==> src/rtl/demux8_defs.sv <==
// Shared definitions for the 8-slot TDM receiver: FSM encodings and frame geometry.
package demux8_defs;
  typedef enum logic {
    ST_HUNT = 1'b0,
    ST_LOCK = 1'b1
  } state_t;

  localparam logic [2:0] SLOT_LAST = 3'd7;
endpackage

==> src/rtl/dec3to8.sv <==
// Combinational 3-to-8 one-hot decoder; selects which shadow bit the current slot writes.
module dec3to8 (
  input  logic [2:0] i_sel,
  output logic [7:0] o_onehot
);
  always_comb begin
    o_onehot        = 8'b0;
    o_onehot[i_sel] = 1'b1;
  end
endmodule

==> src/rtl/demux8_tdm.sv <==
// 1:8 TDM demultiplexer: one bit per enabled cycle into an 8-bit frame, published with a valid pulse.
// DEMUX8_TDM_SYNC_CHECK_EN adds HUNT/LOCK alignment to the sync marker and the err pulse.
module demux8_tdm
  import demux8_defs::*;
(
  input  logic i_clk,
  input  logic i_rst,
  input  logic i_en,
  input  logic i_din,
  input  logic i_sync,
  output logic o_q0,
  output logic o_q1,
  output logic o_q2,
  output logic o_q3,
  output logic o_q4,
  output logic o_q5,
  output logic o_q6,
  output logic o_q7,
  output logic o_valid,
  output logic o_s0,
  output logic o_s1,
  output logic o_s2,
  output logic o_err
);
  logic [2:0] r_slot;
  logic [6:0] r_shadow;
  logic [7:0] r_q;
  logic       r_valid;
  logic [7:0] w_wr;

  dec3to8 u_dec (
    .i_sel    (r_slot),
    .o_onehot (w_wr)
  );

`ifdef DEMUX8_TDM_SYNC_CHECK_EN
  state_t r_state;
  logic   r_err;
`else
  logic   w_unused_sync;
  assign w_unused_sync = i_sync;
`endif

  always_ff @(posedge i_clk) begin
    if (i_rst) begin
      r_slot   <= 3'd0;
      r_shadow <= 7'd0;
      r_q      <= 8'd0;
      r_valid  <= 1'b0;
`ifdef DEMUX8_TDM_SYNC_CHECK_EN
      r_state  <= ST_HUNT;
      r_err    <= 1'b0;
`endif
    end else begin
      r_valid <= 1'b0;
`ifdef DEMUX8_TDM_SYNC_CHECK_EN
      r_err   <= 1'b0;
`endif
      if (i_en) begin
`ifdef DEMUX8_TDM_SYNC_CHECK_EN
        // A marker always restarts the frame at slot 0; mid-frame it also drops the partial frame.
        if (i_sync) begin
          if (r_state == ST_LOCK && r_slot != 3'd0)
            r_err <= 1'b1;
          r_shadow[0] <= i_din;
          r_slot      <= 3'd1;
          r_state     <= ST_LOCK;
        end else if (r_state == ST_LOCK) begin
`else
        begin
`endif
          if (w_wr[SLOT_LAST]) begin
            r_q     <= {i_din, r_shadow};
            r_valid <= 1'b1;
            r_slot  <= 3'd0;
          end else begin
            for (int k = 0; k < 7; k++)
              if (w_wr[k]) r_shadow[k] <= i_din;
            r_slot <= r_slot + 3'd1;
          end
        end
      end
    end
  end

  assign {o_q7, o_q6, o_q5, o_q4, o_q3, o_q2, o_q1, o_q0} = r_q;
  assign {o_s2, o_s1, o_s0} = r_slot;
  assign o_valid = r_valid;
`ifdef DEMUX8_TDM_SYNC_CHECK_EN
  assign o_err = r_err;
`else
  assign o_err = 1'b0;
`endif
endmodule

==> config.mk <==
export PLATFORM = sky130hd
export DESIGN_NAME = demux8_tdm
export DESIGN_NICKNAME = d
export VERILOG_FILES = /design/src/rtl/demux8_defs.sv /design/src/rtl/dec3to8.sv /design/src/rtl/demux8_tdm.sv
export SDC_FILE = /design/constraint.sdc
export NUM_CORES = 1
export LEC_CHECK = 0
export CAP_MARGIN = 20
export CORE_MARGIN = 2
export CORE_UTILIZATION = 50
export CTS_CLUSTER_SIZE = 20
export DETAILED_ROUTE_END_ITERATION = 10
export GPL_TIMING_DRIVEN = 0
export PLACE_DENSITY = 0.77
export SYNTH_ARGS = -nofsm -noshare
export SYNTH_HDL_FRONTEND = slang
export SYNTH_HIERARCHICAL = 1
export SYNTH_SLANG_ARGS = --single-unit
==> constraint.sdc <==
create_clock -name i_clk -period 1.5 [get_ports i_clk]
set_input_delay 0.375 -clock i_clk [delete_from_list [all_inputs] [get_ports i_clk]]
set_output_delay 0.375 -clock i_clk [all_outputs]
set_load 0.02 [all_outputs]
Fig. 1: run 1, M1 wires
(8 px per um) Supply wires on this layer in grey.
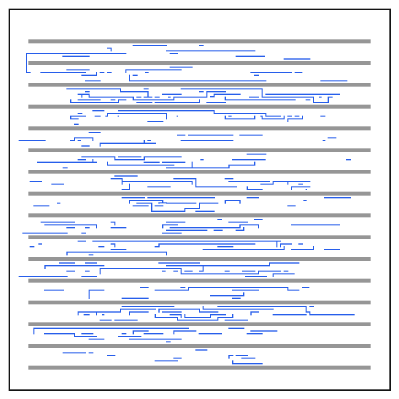
nets with wire on the layer = 106
main direction = horizontal
longest straight run = 23.5 um

Fig. 2: run 1, met2 routing
(6 px per um)
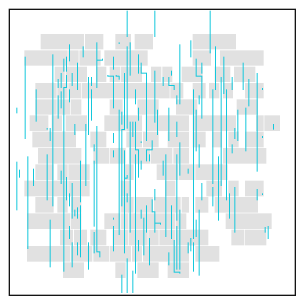
share of all routed wire = 46%
wire length on this layer = 817 um

==> GITHUB_STEP_SUMMARY, run 1 <==
## PnR job results

| Metric | Value |
|---|---|
| Status | finished, final reports clean |
| Post-synthesis cell count | 95 |
| Drt first-iter violations | 11 |
| Most instantiated logic cell after routing | dfxtp_1 |
| CP delay by family, top | flip-flops |
| Net Sw Power | 0.213 mW |
| Data arrival, critical path | 1.06 ns |
| Setup TNS | 0 ns |
| Switching Share | 24.4% |
| Synth async-reset ratio | 0% |
| Net count after synthesis | 101 |
| Die H | 47.4 um |
| Main flop type | dfxtp_1 |
| Vias per cell | 5.17 |
| Area delta synth->final | 20.7% |
| Chip area in the Yosys report | 943 sq um |
| Worst Hold Depth | 2 |
| Final WS setup | 0.0637 ns |
| DP Worst Slack | -0.0782 ns |
| Ys flops | 19 |
| Clk pwr share | 29.9% |
| H-tree Lvls | 1 |
| DRC Markers | 0 |
| ANT nets after route | 0 |
| Area leader share | 40.3% |
| End of the critical path | o_s0 |
| Gpl congestion | 0.706 |
| Period utilization | 95.8% |
| GRT Total Usage | 19.9% |
| Critical path class | flip-flop to primary output |
| Final Critical Period | 1.44 ns |
| Pleak | 0.516 nW |
| Share of cells above drive strength 1 | 26.3% |
| Clk_lat worst skew | 0.30 ns |
| R2R Setup Slk | 0.19 ns |
| # clock sinks | 19 |
| Setup crit start | r_slot[0] |
| Cell Count, Final, Fillers Out | 139 |
| Worst-path clk slew | 0.10 ns |
| Vias in the first global route | 681 |
| Final instance area | 1140 sq um |
| Critical Path RT | 1.12 ns |
| # Cells Yosys | 95 |
| CTS Buf Count | 3 |
| Worst hold margin | 0.473 ns |
| Worst setup SP type | flip-flop |
| Post-synth area hogs | dfxtp_1 40%, a21bo_2 8.5%, mux2i_1 7.4%, nand2b_1 6.6%, nand3b_1 6.4% |
| Flip-flops with a built-in enable | 0 |
| Crit Reg-Reg Endpoint | r_shadow[4] |
| Clk root buf | clkbuf_4 |
| Pin count of the biggest net entering global routing | 13 |
| Core Box Area | 1750 sq um |
| IO Pins | 18 |
| Yosys warning count | 6 |
| CP Depth | 1 |
| Netlist Area Pre-Place | 943 sq um |
| Synth top cell by count | dfxtp_1 |
| Crit-path max cell delay | 0.43 ns |
| Total power | 0.870 mW |
| Post-CTS setup buffer count | 0 |
| CTS tree | built |
| P per Cell Area | 764 nW/um^2 |
| Rows | 15 |
| Nets@finish | 121 |
| Hold Path Class | flip-flop to flip-flop |
| Commonest cells post-synth | 19 x dfxtp_1, 10 x nand2b_1, 9 x a21oi_1 |
| Fp_density | 54.1% |
| Hold Vio Cnt, Final | 0 |
| Chip area | 2250 sq um |
| Crit-path cells | clkdlybuf4s15_1 |
| Initial antenna violation count | 0 |
| Critical path's slowest cell | dfxtp_2 |
| First-pass GRT wire length | 3.12 mm |
| Worst-path fanout max | 12 |
| Synth cell types | 24 |
| Grt ovf | 0 |
| Post-DP HPWL | 1.23 mm |
| Vias | 719 |
| Count of pins over their slew limit | 0 |
| CP endpoint kind | primary output |
| Synth Seq Share | 40.3% |
| Buffer-and-inverter tally for the worst setup path | 1 |
| RSZ-0062 raised after global routing | no |
| Tool warnings | 27 |
| Area leader, netlist | dfxtp_1 |
| Die width | 47.4 um |
| Max Clock Skew | 0.00309 ns |
| Max-Cap Viols | 0 |
| Post-DP Area | 1120 sq um |
| VDD IR max | 0.633 mV |
| Final setup viols | 0 |
| WL final | 1.76 mm |
| Wirelength per Cell | 12.7 um |
| PortBufs | 15 |
| Sequential share of power | 60.4% |
| Util after Layout | 65.2% |
| Most frequent cells in the layout | 16 x dfxtp_1, 10 x nand2b_1, 9 x a21oi_1, 9 x dlygate4sd2_1 |
| Fmax | 696 MHz |
| Cells on worst reg2reg path | 5 |
| Placed insts | 135 |
| TritonRoute pass-1 iters | 4 |
| N_diodes | 0 |
| Synth Area per Inst | 9.93 sq um |
| Logic pwr share | 9.7% |
| Clock buffer depth | 2 |
| Crit Reg-Reg Startpoint | r_slot[2] |
| Min-delay src | r_shadow[0] |
| Hold endpoint | r_q[0] |
| P_int | 0.657 mW |
Fig. 3: run 1, met3 routing
(8 px per um)
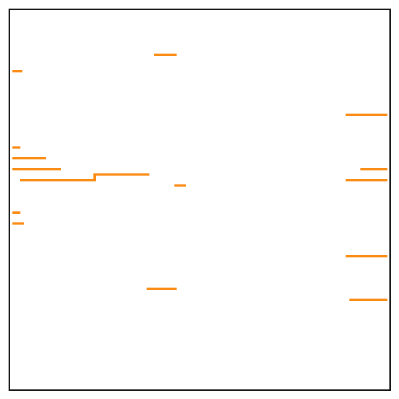
main direction = horizontal
nets with wire on the layer = 12
share of all routed wire = 3.4%
longest straight run = 9.20 um
wire length on this layer = 59.2 um

Fig. 4: run 1, placed standard cells
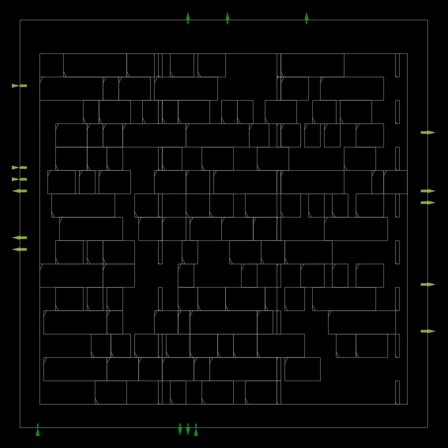
Tapcells: 25
Filler cells: 157
fraction of area in registers: 33.7%

## run 1: registers in the layout, indices dropped and copies added (netlist names)
name	cells
r_slot	3
r_q	8
o_valid	1
r_shadow	7
## run 1: cell type report
| class | count | area (sq um) |
|---|---|---|
| Tap cell | 25 | 31.3 |
| Clock buffer | 4 | 26.3 |
| Fill cell | 157 | 607 |
| Inverter | 1 | 3.75 |
| Buffer | 9 | 66.3 |
| Timing Repair Buffer | 15 | 134 |
| Multi-Input combinational cell | 66 | 493 |
| Sequential cell | 19 | 384 |
## run 1: what timing repair did
item | 4_1_cts | 5_1_grt
hold buffers | 0 | 0
gates resized | 15 | 4
endpoints found under the setup margin | 12 | 3
gates cloned | 0 | 0
## run 1: power by group through the flow
stage / Combinational (mW) / Sequential, mW / Clock [mW]
6_report: 0.0846 / 0.525 / 0.260
4_1_cts: 0.0855 / 0.525 / 0.269
2_1_floorplan: 0.0537 / 0.538 / 0
5_1_grt: 0.0939 / 0.527 / 0.293
3_3_place_gp: 0.0862 / 0.536 / 0
3_5_place_dp: 0.0875 / 0.536 / 0
## run 1: cells by family after synthesis
kind of cell	count (synthesis)	synth area share (%)
adder cells (fa/ha/maj)	1	1.33
multiplexers	7	7.43
AND/OR/NAND/NOR	37	27.3
flip-flops	19	40.3
AND-OR/OR-AND	20	15.8
other	1	0.397
buffers and inverters	10	7.43
## run 1: per-layer routing
layer  GRT usage [%]  vias up  part of all wire [%]
met5               0        -                     0
met4            10.0        0                   2.4
met3            2.26        5                   3.4
met2            33.0       14                    46
met1            25.5      327                    48
li1                -      373                     -
## run 1: worst min-delay path: cells and delay by family (launching register included)
kind | cells | cell delay (ns)
DFF | 1 | 0.33
and+or+nand+nor | 1 | 0.06
AOI/OAI and AO/OA | 1 | 0.05
Fig. 5: run 1, routed metal, one colour a layer
(6 px per um) Two of the layers only.
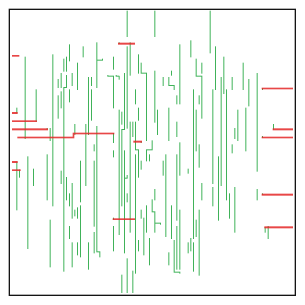

==> run 1 -> run 2 <==
--- a/config.mk
+++ b/config.mk
@@ -5,13 +5,12 @@
 export SDC_FILE = /design/constraint.sdc
 export NUM_CORES = 1
 export LEC_CHECK = 0
-export CAP_MARGIN = 20
 export CORE_MARGIN = 2
-export CORE_UTILIZATION = 50
-export CTS_CLUSTER_SIZE = 20
+export CORE_UTILIZATION = 45
+export CTS_CLUSTER_SIZE = 16
 export DETAILED_ROUTE_END_ITERATION = 10
 export GPL_TIMING_DRIVEN = 0
-export PLACE_DENSITY = 0.77
+export PLACE_DENSITY = 0.73
 export SYNTH_ARGS = -nofsm -noshare
 export SYNTH_HDL_FRONTEND = slang
 export SYNTH_HIERARCHICAL = 1
==> constraint.sdc (replaced) <==
create_clock -name i_clk -period 1.3 [get_ports i_clk]
set_input_delay 0.325 -clock i_clk [delete_from_list [all_inputs] [get_ports i_clk]]
set_output_delay 0.325 -clock i_clk [all_outputs]
set_load 0.02 [all_outputs]
Fig. 6: run 2, routed metal, one colour a layer
(6 px per um) Two of the layers only.
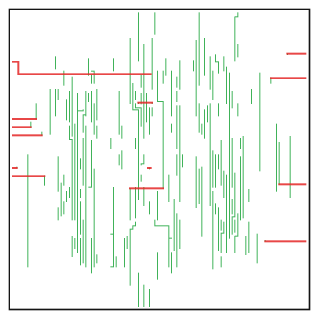
met2 -> green  # wire length 899 um
met3 -> red  # wire length 70.6 um

==> run 2 against run 1 <==
Combinational power is about 20% higher; first-iteration DRC count is 36% lower; register-to-register slack worse by 0.09 ns; critical path type unchanged; critical endpoint is now o_q0.
==> GITHUB_STEP_SUMMARY, run 2 <==
## PnR job results

| Metric | Value |
|---|---|
| Status | finished, final reports clean |
| Synth top cell by count | dfxtp_1 |
| Critical path's slowest cell | dfxtp_1 |
| Chip area | 2480 sq um |
| Cell Count, Final, Fillers Out | 144 |
| Ao+oa area frac | 15.8% |
| Tool warnings | 27 |
| Area delta synth->final | 23.1% |
| Placed insts | 137 |
| Yosys warning count | 6 |
| Final instance area | 1160 sq um |
| IO Pins | 18 |
| CP endpoint kind | primary output |
| First-pass GRT wire length | 3.14 mm |
| Multiplexer share | 7.43% |
| Critical Path RT | 0.98 ns |
| WL final | 1.89 mm |
| # Cells Yosys | 95 |
| # clock sinks | 19 |
| Die H | 49.8 um |
| Core Box Area | 1960 sq um |
| DRC Markers | 0 |
| Net count after synthesis | 101 |
| Max-Cap Viols | 0 |
| Hold Vio Cnt, Final | 0 |
| Most frequent cells in the layout | 16 x dfxtp_1, 10 x nand2b_1, 8 x nand3b_1, 8 x nand3_1, 8 x a21bo_2 |
| H-tree Lvls | 1 |
| Vias per cell | 5.19 |
| Worst-path fanout max | 2 |
| DP Worst Slack | -0.225 ns |
| Post-synthesis cell count | 95 |
| Fp_density | 48.1% |
| Flip-flops with a built-in enable | 0 |
| TritonRoute pass-1 iters | 4 |
| Biggest register | r_q |
| CP Depth | 1 |
| Final Critical Period | 1.25 ns |
| Cells on worst reg2reg path | 4 |
| Wirelength per Cell | 13.1 um |
| Main flop type | dfxtp_1 |
| End of the critical path | o_q0 |
| Fmax | 798 MHz |
| Synth cell types | 24 |
| Synth Seq Share | 40.3% |
| Netlist Area Pre-Place | 943 sq um |
| Pleak | 0.500 nW |
| Clock buffer depth | 2 |
| Clk_lat worst skew | 0.29 ns |
| Top non-seq family | simple AND/OR/NAND/NOR gates |
| Pin count of the biggest net entering global routing | 13 |
| Chip area in the Yosys report | 943 sq um |
| Share of cells above drive strength 1 | 36.8% |
| Worst-path clk slew | 0.11 ns |
| CP delay by family, top | flip-flops |
| Largest register FFs | 8 |
| Setup TNS | 0 ns |
| Filler cells | 210 |
| Worst hold margin | 0.479 ns |
| CTS tree | built |
| Area leader share | 40.3% |
| Ys flops | 19 |
| Total power | 0.998 mW |
| Crit Reg-Reg Endpoint | r_shadow[4] |
| XOR/XNOR share of the synthesized area | 0% |
| Count of pins over their slew limit | 0 |
| Die width | 49.8 um |
| Drt first-iter violations | 7 |
| Buffer-and-inverter tally for the worst setup path | 1 |
| P per Cell Area | 860 nW/um^2 |
| GRT Total Usage | 16.7% |
| ANT nets after route | 0 |
| R2R Setup Slk | 0.10 ns |
| N_diodes | 0 |
| Util after Layout | 59.2% |
| Post-synth area hogs | dfxtp_1 40%, a21bo_2 8.5%, mux2i_1 7.4%, nand2b_1 6.6%, nand3b_1 6.4% |
| Gpl congestion | 0.778 |
| Synth Area per Inst | 9.93 sq um |
| Adder Share, Synth | 1.33% |
| Final setup viols | 0 |
| Nets@finish | 124 |
| Grt ovf | 0 |
| VDD IR max | 0.561 mV |
| Vias | 747 |
| Period utilization | 96.4% |
| Initial antenna violation count | 0 |
| Most instantiated logic cell after routing | dfxtp_1 |
| Data arrival, critical path | 0.93 ns |
| Largest registers | r_q: 8 flops, r_shadow: 7 flops, r_slot: 3 flops |
| PortBufs | 15 |
| Post-DP HPWL | 1.25 mm |
| Critical path class | flip-flop to primary output |
| Clk root buf | clkbuf_4 |
| Hold Path Class | flip-flop to flip-flop |
| Post-DP Area | 1130 sq um |
| Crit Reg-Reg Startpoint | r_slot[0] |
| CTS Buf Count | 3 |
| Setup crit start | r_q[0] |
| Rows | 16 |
| Area leader, netlist | dfxtp_1 |
| Crit-path cells | clkdlybuf4s15_1 |
| Worst setup SP type | flip-flop |
| Final WS setup | 0.0466 ns |
| Synth async-reset ratio | 0% |
| Simple-gate share of the synthesized area | 27.3% |
| Vias in the first global route | 682 |
| Max Clock Skew | 0.00496 ns |
| RSZ-0062 raised after global routing | no |
| Commonest cells post-synth | 19 x dfxtp_1, 10 x nand2b_1, 9 x a21oi_1 |
| Hold-fix buffers, CTS | 0 |
| Crit-path max cell delay | 0.34 ns |
[run 2: how the worst min path moves through the flow]
stage | start | end | slack, ns | cells past startpoint
5_1_grt | r_shadow[3] | r_shadow[3] | 0.50 | 2
4_1_cts | r_shadow[2] | r_q[2] | 0.49 | 2
3_3_place_gp | r_shadow[2] | r_q[2] | 0.46 | 2
3_5_place_dp | r_shadow[2] | r_q[2] | 0.47 | 2
2_1_floorplan | r_shadow[0] | r_q[0] | 0.44 | 2
6_report | r_shadow[1] | r_q[1] | 0.48 | 2
[run 2: final cells by class]
| class | instances | area [sq um] | share of cell area [%] |
|---|---|---|---|
| sequential | 19 | 392 | 33.7 |
| inverter | 1 | 3.75 | 0.323 |
| timing repair buffer | 19 | 140 | 12.1 |
| buffer | 8 | 57.6 | 4.96 |
| multi-input combinational | 66 | 508 | 43.8 |
| clock buffer | 4 | 26.3 | 2.26 |
| tap | 27 | 33.8 | 2.91 |
[run 2: per-layer routing]
metal,up-vias,wire (um),track usage [%]
li1,376,-,-
met1,355,908,22.7
met2,14,899,25.6
met3,2,70,3.64
met4,0,15,6.94
met5,-,0,0
[run 2: kinds of logic (layout without fill, tap and decap cells)]
| logic type | Yosys count | in the layout |
|---|---|---|
| buffers and inverters | 10 | 32 |
| AND-OR/OR-AND | 20 | 20 |
| other | 1 | 1 |
| adder cells (fa/ha/maj) | 1 | 1 |
| multiplexers | 7 | 7 |
| flip-flops | 19 | 19 |
| AND/OR/NAND/NOR | 37 | 37 |
[run 2: repair_timing]
item,CTS,global route
gates resized,25,19
endpoints found under the setup margin,18,21
gates cloned,0,0
pin swaps,0,0
setup buffers,0,4
[run 2: power by group]
group          internal (mW)  switching (mW)  total [mW]
clock network          0.119           0.175       0.294
registers              0.589          0.0126       0.601
logic                 0.0480          0.0548       0.103
==> run 2 -> run 3 <==
--- a/config.mk
+++ b/config.mk
@@ -5,6 +5,7 @@
 export SDC_FILE = /design/constraint.sdc
 export NUM_CORES = 1
 export LEC_CHECK = 0
+export CAP_MARGIN = 20
 export CORE_MARGIN = 2
 export CORE_UTILIZATION = 45
 export CTS_CLUSTER_SIZE = 16
Fig. 7: run 3, placed standard cells
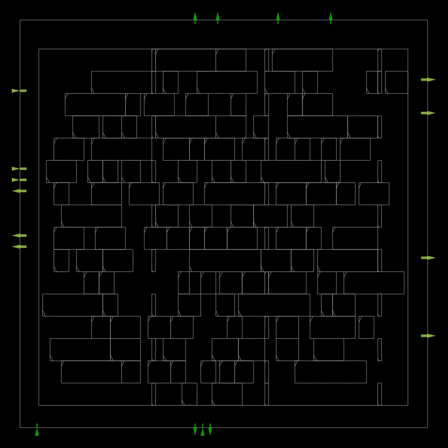
fraction of area in registers: 33.7%
Tapcells: 27
Flops: 19

==> run 3 against run 2 <==
Combinational power hardly changed; final area stayed put; clock skew stayed put.
==> GITHUB_STEP_SUMMARY, run 3 <==
## PnR job results

| Metric | Value |
|---|---|
| Top non-seq family | simple AND/OR/NAND/NOR gates |
| ANT nets after route | 0 |
| Wirelength per Cell | 13.1 um |
| Area leader share | 40.3% |
| Grt ovf | 0 |
| Max Clock Skew | 0.00496 ns |
| Pleak | 0.500 nW |
| P_int | 0.756 mW |
| Worst-path clk slew | 0.11 ns |
| Count of pins over their slew limit | 0 |
| Clk root buf | clkbuf_4 |
| Critical path's slowest cell | dfxtp_1 |
| Max-Cap Viols | 0 |
| Synth Seq Share | 40.3% |
| Min-delay src | r_shadow[1] |
| P per Cell Area | 860 nW/um^2 |
| Share of cells above drive strength 1 | 36.8% |
| Vias per cell | 5.19 |
| Buffer-and-inverter tally for the worst setup path | 1 |
| Yosys warning count | 6 |
| Net Sw Power | 0.242 mW |
| Commonest cells post-synth | 19 x dfxtp_1, 10 x nand2b_1, 9 x a21oi_1 |
| Multiplexer share | 7.43% |
| Clk pwr share | 29.5% |
| IO Pins | 18 |
| Vias in the first global route | 682 |
| Synth Area per Inst | 9.93 sq um |
| # clock sinks | 19 |
| Post-synth area hogs | dfxtp_1 40%, a21bo_2 8.5%, mux2i_1 7.4%, nand2b_1 6.6%, nand3b_1 6.4% |
| CTS Buf Count | 3 |
| Pin count of the biggest net entering global routing | 13 |
| Main flop type | dfxtp_1 |
| H-tree Lvls | 1 |
| Netlist Area Pre-Place | 943 sq um |
| Largest register FFs | 8 |
| Logic pwr share | 10.3% |
| Fp_density | 48.1% |
| CP delay by family, top | flip-flops |
| Final setup viols | 0 |
| Adder Share, Synth | 1.33% |
| Post-DP HPWL | 1.25 mm |
| Setup crit start | r_q[0] |
| Fmax | 798 MHz |
| Ao+oa area frac | 15.8% |
| Sequential share of power | 60.2% |
| Critical path class | flip-flop to primary output |
| Largest registers | r_q: 8 flops, r_shadow: 7 flops, r_slot: 3 flops |
| Initial antenna violation count | 0 |
| Biggest register | r_q |
| Period utilization | 96.4% |
| WL final | 1.89 mm |
| Hold Path Class | flip-flop to flip-flop |
| DRC Markers | 0 |
| Core Box Area | 1960 sq um |
| Simple-gate share of the synthesized area | 27.3% |
| PortBufs | 15 |
| Synth top cell by count | dfxtp_1 |
| Worst-path fanout max | 2 |
| Worst setup SP type | flip-flop |
| N_diodes | 0 |
| Die width | 49.8 um |
| Filler cells | 210 |
| Worst hold margin | 0.479 ns |
| Status | finished, final reports clean |
| Most frequent cells in the layout | 16 x dfxtp_1, 10 x nand2b_1, 8 x nand3b_1, 8 x nand3_1, 8 x a21bo_2 |
| # Cells Yosys | 95 |
| Hold-fix buffers, CTS | 0 |
| Crit Reg-Reg Startpoint | r_slot[0] |
| First-pass GRT wire length | 3.14 mm |
| Final Critical Period | 1.25 ns |
| Ys flops | 19 |
| Cell Count, Final, Fillers Out | 144 |
| Placed insts | 137 |
| GRT Total Usage | 16.7% |
| Area delta synth->final | 23.1% |
| Net count after synthesis | 101 |
| Post-synthesis cell count | 95 |
| Crit-path max cell delay | 0.34 ns |
| Vias | 747 |
| RSZ-0062 raised after global routing | no |
| VDD IR max | 0.561 mV |
| Synth cell types | 24 |
| Nets@finish | 124 |
| Switching Share | 24.3% |
| Data arrival, critical path | 0.93 ns |
| Flip-flops with a built-in enable | 0 |
| Rows | 16 |
| Gpl congestion | 0.778 |
| Tool warnings | 27 |
| Die H | 49.8 um |
| TritonRoute pass-1 iters | 4 |
| Chip area | 2480 sq um |
| Clock buffer depth | 2 |
| Setup TNS | 0 ns |
| Drt first-iter violations | 7 |
| Chip area in the Yosys report | 943 sq um |
| Area leader, netlist | dfxtp_1 |
| Clk_lat worst skew | 0.29 ns |
| XOR/XNOR share of the synthesized area | 0% |
| Hold Vio Cnt, Final | 0 |
| Crit-path cells | clkdlybuf4s15_1 |
| Synth async-reset ratio | 0% |
| Critical Path RT | 0.98 ns |
| CTS tree | built |
| Most instantiated logic cell after routing | dfxtp_1 |
| Total power | 0.998 mW |
| CP endpoint kind | primary output |
==> run 3: cell counts after synthesis <==
No cell type changed its count.
==> run 3: stage by stage <==
step | worst slack [ns] | utilization [%] | cell area [sq um]
floorplan | 0.0442 | - | 947
global placement | -0.201 | 57.7 | 1130
detailed placement | -0.225 | 57.7 | 1130
CTS | 0.000768 | 58.1 | 1140
global route | 0.00000777 | 59.2 | 1160
finish | 0.0466 | 59.2 | 1160
==> run 3: path summary, 6_finish.rpt <==
check        cells past startpoint          end  slack, ns
max                              1         o_q0       0.05
min                              2       r_q[1]       0.48
max reg2reg                      4  r_shadow[4]       0.10
min reg2reg                      2       r_q[1]       0.48
==> run 3: repair_timing <==
action                     4_1_cts  5_1_grt
buffers inserted                 0        4
gates resized                   25       19
setup endpoints to repair       18       21
pin swaps                        0        0
==> run 3: final cells by class <==
| class | instances | area [sq um] | area share (%) |
|---|---|---|---|
| Multi-Input combinational cell | 66 | 508 | 43.8 |
| Sequential cell | 19 | 392 | 33.7 |
| Timing Repair Buffer | 19 | 140 | 12.1 |
| Buffer | 8 | 57.6 | 4.96 |
| Tap cell | 27 | 33.8 | 2.91 |
| Clock buffer | 4 | 26.3 | 2.26 |
| Inverter | 1 | 3.75 | 0.323 |
==> run 3: power groups by stage <==
stage                     logic (mW)  clock network, mW  registers [mW]
final                          0.103              0.294           0.601
after global placement        0.0983                  0           0.619
after global routing           0.112              0.337           0.604
after floorplan               0.0620                  0           0.622
after CTS                     0.0959              0.305           0.602
after detailed placement      0.0998                  0           0.620
==> run 3: layer usage <==
metal,track usage (%),share of wire (%),vias up
li1,-,-,376
met1,22.7,48,355
met2,25.6,47,14
met3,3.64,3.7,2
met4,6.94,0.79,0
met5,0,0,-
Power figures rest on the tool's default switching activity, not on a simulated workload.
